File: config.mk
export PLATFORM = sky130hd
export DESIGN_NAME = fifo_ctrl_v2
export DESIGN_NICKNAME = d
export VERILOG_FILES = /design/src/rtl/fifo_ctrl_v2.sv
export SDC_FILE = /design/constraint.sdc
export NUM_CORES = 1
export LEC_CHECK = 0
export CORE_MARGIN = 5
export CORE_UTILIZATION = 35
export DETAILED_ROUTE_END_ITERATION = 6
export GPL_TIMING_DRIVEN = 0
export PLACE_DENSITY = 0.6
export SLEW_MARGIN = 20
export SYNTH_ARGS = -nofsm -noshare
export SYNTH_HDL_FRONTEND = slang
export SYNTH_SLANG_ARGS = --single-unit
export TNS_END_PERCENT = 50
File: constraint.sdc
create_clock -name clk_i -period 16.3 [get_ports clk_i]
set_clock_uncertainty 0.05 [all_clocks]
set_input_delay 3.26 -clock clk_i [delete_from_list [all_inputs] [get_ports clk_i]]
set_output_delay 3.26 -clock clk_i [all_outputs]
set_load 0.02 [all_outputs]
File: src/rtl/fifo_ctrl_v2.sv
// fifo_ctrl_v2 -- parametrised single-clock FIFO with optional fall-through,
// almost-full/empty thresholds, fill level and overflow/underflow pulses. Rev 1.0
`default_nettype none

module fifo_ctrl_v2 #(
    parameter int DEPTH        = 8,
    parameter int DWIDTH       = 32,
    parameter int FALL_THROUGH = 0,
    parameter int AF_LEVEL     = DEPTH - 1,
    parameter int AE_LEVEL     = 1,
    localparam int AW          = ($clog2(DEPTH) > 1) ? $clog2(DEPTH) : 1
) (
    input  logic              clk_i,
    input  logic              rst_i,
    input  logic              flush_i,
    input  logic              push_i,
    input  logic [DWIDTH-1:0] data_i,
    input  logic              pop_i,
    output logic [DWIDTH-1:0] data_o,
    output logic              full_o,
    output logic              empty_o,
    output logic              almost_full_o,
    output logic              almost_empty_o,
    output logic [AW:0]       usage_o,
    output logic              overflow_o,
    output logic              underflow_o
);

    localparam logic [AW:0]   CNT_FULL = (AW+1)'(DEPTH);
    localparam logic [AW-1:0] PTR_LAST = AW'(DEPTH - 1);
    localparam bit            FT       = (FALL_THROUGH != 0);

    logic [DWIDTH-1:0] mem [DEPTH];
    logic [AW-1:0]     rd_ptr;
    logic [AW-1:0]     wr_ptr;
    logic [AW:0]       cnt;
    logic [31:0]       cnt_wide;

    logic is_empty;
    logic is_full;
    logic push_ok;
    logic pop_ok;
    logic passthru;
    logic advance;

    function automatic logic [AW-1:0] ptr_inc(input logic [AW-1:0] p);
        return (p == PTR_LAST) ? '0 : p + 1'b1;
    endfunction

    assign is_empty = (cnt == '0);
    assign is_full  = (cnt == CNT_FULL);
    assign cnt_wide = 32'(cnt);

    assign pop_ok   = pop_i & (~is_empty | (FT & push_i));
    assign push_ok  = push_i & (~is_full | pop_i);
    // Empty fall-through FIFO with simultaneous push/pop hands data straight across.
    assign passthru = FT & is_empty & push_i & pop_i;
    assign advance  = ~flush_i & ~passthru;

    always_ff @(posedge clk_i or posedge rst_i) begin
        if (rst_i) begin
            for (int i = 0; i < DEPTH; i++) begin
                mem[i] <= '0;
            end
        end else if (advance && push_ok) begin
            mem[wr_ptr] <= data_i;
        end
    end

    always_ff @(posedge clk_i or posedge rst_i) begin
        if (rst_i) begin
            rd_ptr <= '0;
            wr_ptr <= '0;
            cnt    <= '0;
        end else if (flush_i) begin
            rd_ptr <= '0;
            wr_ptr <= '0;
            cnt    <= '0;
        end else if (advance) begin
            if (push_ok) begin
                wr_ptr <= ptr_inc(wr_ptr);
            end
            if (pop_ok) begin
                rd_ptr <= ptr_inc(rd_ptr);
            end
            if (push_ok && !pop_ok) begin
                cnt <= cnt + 1'b1;
            end else if (pop_ok && !push_ok) begin
                cnt <= cnt - 1'b1;
            end
        end
    end

    assign data_o         = (is_empty && FT) ? data_i : mem[rd_ptr];
    assign full_o         = is_full;
    assign empty_o        = is_empty;
    assign usage_o        = cnt;
    assign almost_full_o  = (cnt_wide >= $unsigned(AF_LEVEL));
    assign almost_empty_o = (cnt_wide <= $unsigned(AE_LEVEL));
    // A flush discards the push outright, so it is not reported as an overflow.
    assign overflow_o     = push_i & ~push_ok & ~flush_i;
    assign underflow_o    = pop_i & ~pop_ok;

endmodule

`default_nettype wire
### PDN straps and rails

Bar = 50 µm. Pins as bars on the die edge.
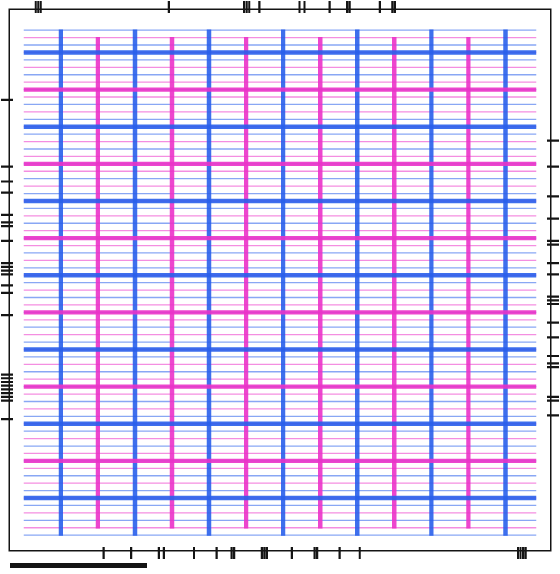
legend:
  blue:
    net: VSS
  magenta:
    net: VDD
met1 rails: 69
met5 straps: 13
signal pins: 79

### Cell classes on the final placement

Bar = 50 µm.
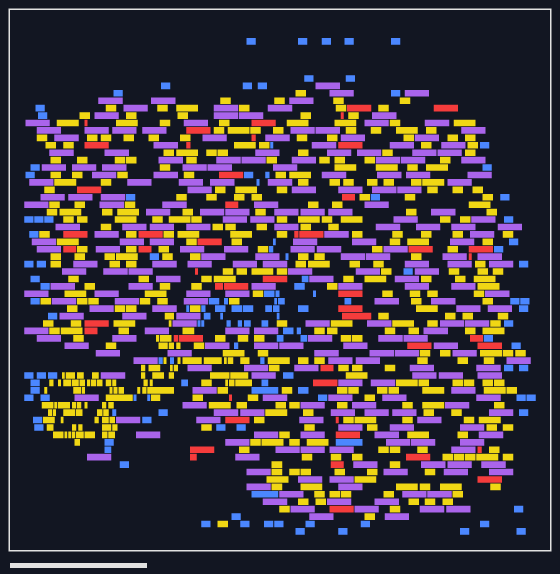
legend:
  red:
    class: clock drivers and dummy loads
    cells: 51
    share_of_their_area: 6.6%
  blue:
    class: other buffers and delay cells
    cells: 130
    share_of_their_area: 8.4%
  purple:
    class: flip-flops
    cells: 266
    share_of_their_area: 47%
  yellow:
    class: all other logic
    cells: 440
    share_of_their_area: 38%

### Clock wires, drivers and flops

Bar = 50 µm.
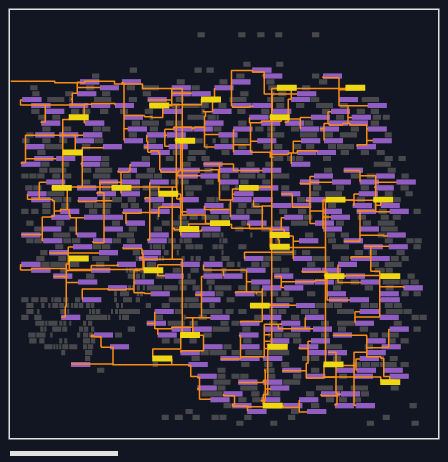
legend:
  orange:
    item: clock wires
    length: 3510 µm
  yellow:
    item: cells driving clock nets
    count: 29
  purple:
    item: flip-flops
    count: 266
routed clock nets: 30
clock network power share: 28.2%
worst skew pair latency: 0.53 ns
Clk power: 0.635 mW

==> impl_metrics.yaml <==
# flow metrics
run_status:
  status: "completed"
synth:
  synth_cell_types: 41
  yosys-top-cells-count: "dfrtp_1 (266), mux2_2 (249), mux4_2 (64)"
  ys_seq_share_pct: 53.93
  synth_nets: 800
  ys_cells: 755
  syn_inst: 755
  synth_top_cell_by_area: "dfrtp_1"
  yosys_warnings: 0
  syn_area_per_cell_um2: 16.35
  flop_cell: "dfrtp_1"
  edf_count: 0
  ys_area_um2: 12340
  yosysTopAreaCellShare_pct: 53.93
  synth.most_common_cell: "dfrtp_1"
  ys_seq_elements: 266
  area_leaders: "dfrtp_1 (54%), mux2_2 (23%), mux4_2 (12%)"
  ys_async_sr_fraction_pct: 100.0
  syn_area_um2: 12340
cts:
  postCtsSetupBuffers: 0
  tritoncts: "built"
  numCtsBuffers: 29
  cts.path.max_buffers: 3
  cts-resized-gates: 0
  cts_hold_buf: 0
  cts-root-buf: "clkbuf_16"
  cts.sinks: 266
  htreeDepth: 1
  cts.clk_slew.worst_paths_ns: 0.06
finish:
  seq_share_pct: 45.24
  buffer_area_share_pct: 8.070
  largest_cell_class: "registers"
  logic_area_um2: 5344
  nets: 912
  lay_top_cells: "dfrtp_1 (266), mux2_2 (249), clkdlybuf4s50_1 (78)"
  area_growth_syn_to_layout_pct: 19.20
  logic_gate_count: 435
  final_common_cell: "dfrtp_1"
  inverters_excl_clock: 5
  layout-drive-gt1-share_pct: 46.00
  num-fill-cells: 3184
  clk_share_pct: 6.319
  largest_register_ffs: 256
  sh_comb_area_pct: 36.32
  clkbuf_count: 43
  regMostFlops: "mem"
  regArea_um2: 6656
  diodes: 0
  n_all_buffers: 130
sta:
  hold_violations: 0
  max_freq_mhz: 118.0
  fin_crit_ns: 8.471
  fin_ws_ns: 7.829
  worst_slew_pin_slew_ns: 0.9272
  fin_tns_setup_ns: 0
  slew_headroom_pct: 38.19
  rsz0062_at_grt: "no"
  period_used_pct: 51.97
  drv_slew: 0
  setup_viol_count_final: 0
  holdWs_ns: 0.4296
worst_setup_path:
  path_buffers: 3
  crit_fanout: 10
  crit-reg2reg-launch: "usage_o[0]"
  setup.worst_path.end_class: "output pin"
  critPathLaunch: "push_i"
  worstSetupEndpoint: "overflow_o"
  arrival_ns: 5.16
  path_delay_family: "buffers and inverters"
  path_common_cell: "clkdlybuf4s50_1"
  timing.rr.end: "mem[233]"
  path_cells: "clkdlybuf4s50_1 -> clkbuf_1 -> nor4b_1 -> clkdlybuf4s50_1"
  required_ns: 12.99
  start_kind: "input port"
  worstSetupPathType: "in -> out"
  r2r_cells: 7
  crit_path_top_delay_cell: "clkdlybuf4s50_1"
  max_stage_delay_ns: 0.67
  rrSetupSlack_ns: 13.88
  cp.depth: 4
power_and_ir_drop:
  power.density_nw_per_um2: 153.2
  peakVddDrop_mv: 0.08722
  p_leak_nw: 6.657
die:
  io_pins: 79
  die_height_um: 197.8
  core_area_um2: 34710
  initCoreUtil_pct: 35.56
  die_x_um: 197.8
  chip_area_um2: 39120
place:
  gp_congestion: 0.7300
  port_buffers: 78
  hpwl_um: 17650
  pre_cts_slack_ns: 7.814
route:
  route.met3.wl_um: 940
  dr.first_iter.drc_count: 244
  viasPerCell: 5.045
  wl_met1_um: 13130
  wl_met2_um: 12940
  top_layer_used: "met4"
  drc: 0
  dr.pass1.iters: 4
  ant_nets: 0
global_route:
  overflow: 0
  use_met1_pct: 21.03
  top_usage_layer: "met2"
  grt_pass1_wl_um: 44180
  grt_util_met2_pct: 23.00
  antenna_found_initial: 0
  met3_usage_pct: 2.263
  grt_pass1_vias: 7353
  grt_max_degree: 93
hold_path:
  worstHoldStart: "mem[156]"
  holdPathStages: 1
  min_to: "mem[156]"
  holdCritPathClass: "reg -> reg"
flow_run:
  cap_violations: 0
  warning_count: 29
### Metal layers overlaid

Two of the layers only.
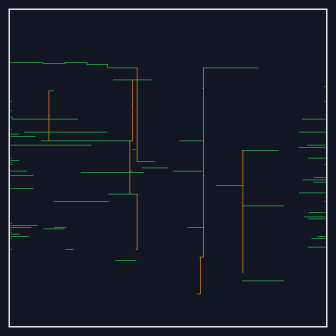
legend:
  green:
    layer: met3
    wire_length: 940 µm
  orange:
    layer: met4
    wire_length: 413 µm
wire per inst: 20.44 µm
DR vias: 6771
GRT Overall Usage: 14.31%
WL final: 27430 µm

### Placement view

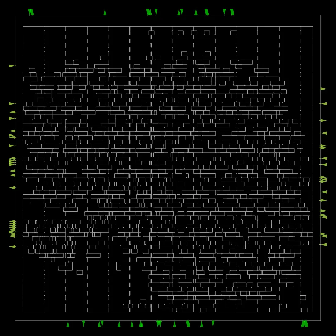
tapcell count: 455
FP Rows: 68
FF+latch count: 266
post-route non-filler standard cell count: 1342
fin util: 42.38%

## stage by stage
stage | instances | cell area [µm²] | total power [mW]
after floorplan | 755 | 12340 | 1.375
after global placement | 1288 | 13690 | 1.634
after detailed placement | 1291 | 13780 | 1.646
after CTS | 1342 | 14710 | 2.298
after global routing | 1342 | 14710 | 2.384
final | 1342 | 14710 | 2.254
## where the power goes
group          leakage, nW  switching [mW]  total (mW)  internal, mW
clock network        0.460           0.258       0.635         0.377
logic                 2.69           0.326       0.737         0.410
registers             3.51          0.0727       0.882         0.809
total                 6.66           0.657        2.25          1.60
## cells by family after synthesis
group           after synthesis  synth area share [%]
mux                         356                 38.29
flops                       266                 53.93
simple gates                 55                 3.366
buf+inv                      54                 2.777
compound gates               15                0.7602
fa+ha+maj                     8                0.8110
xor+xnor                      1               0.07097
Power is estimated from default activity; no workload was simulated.
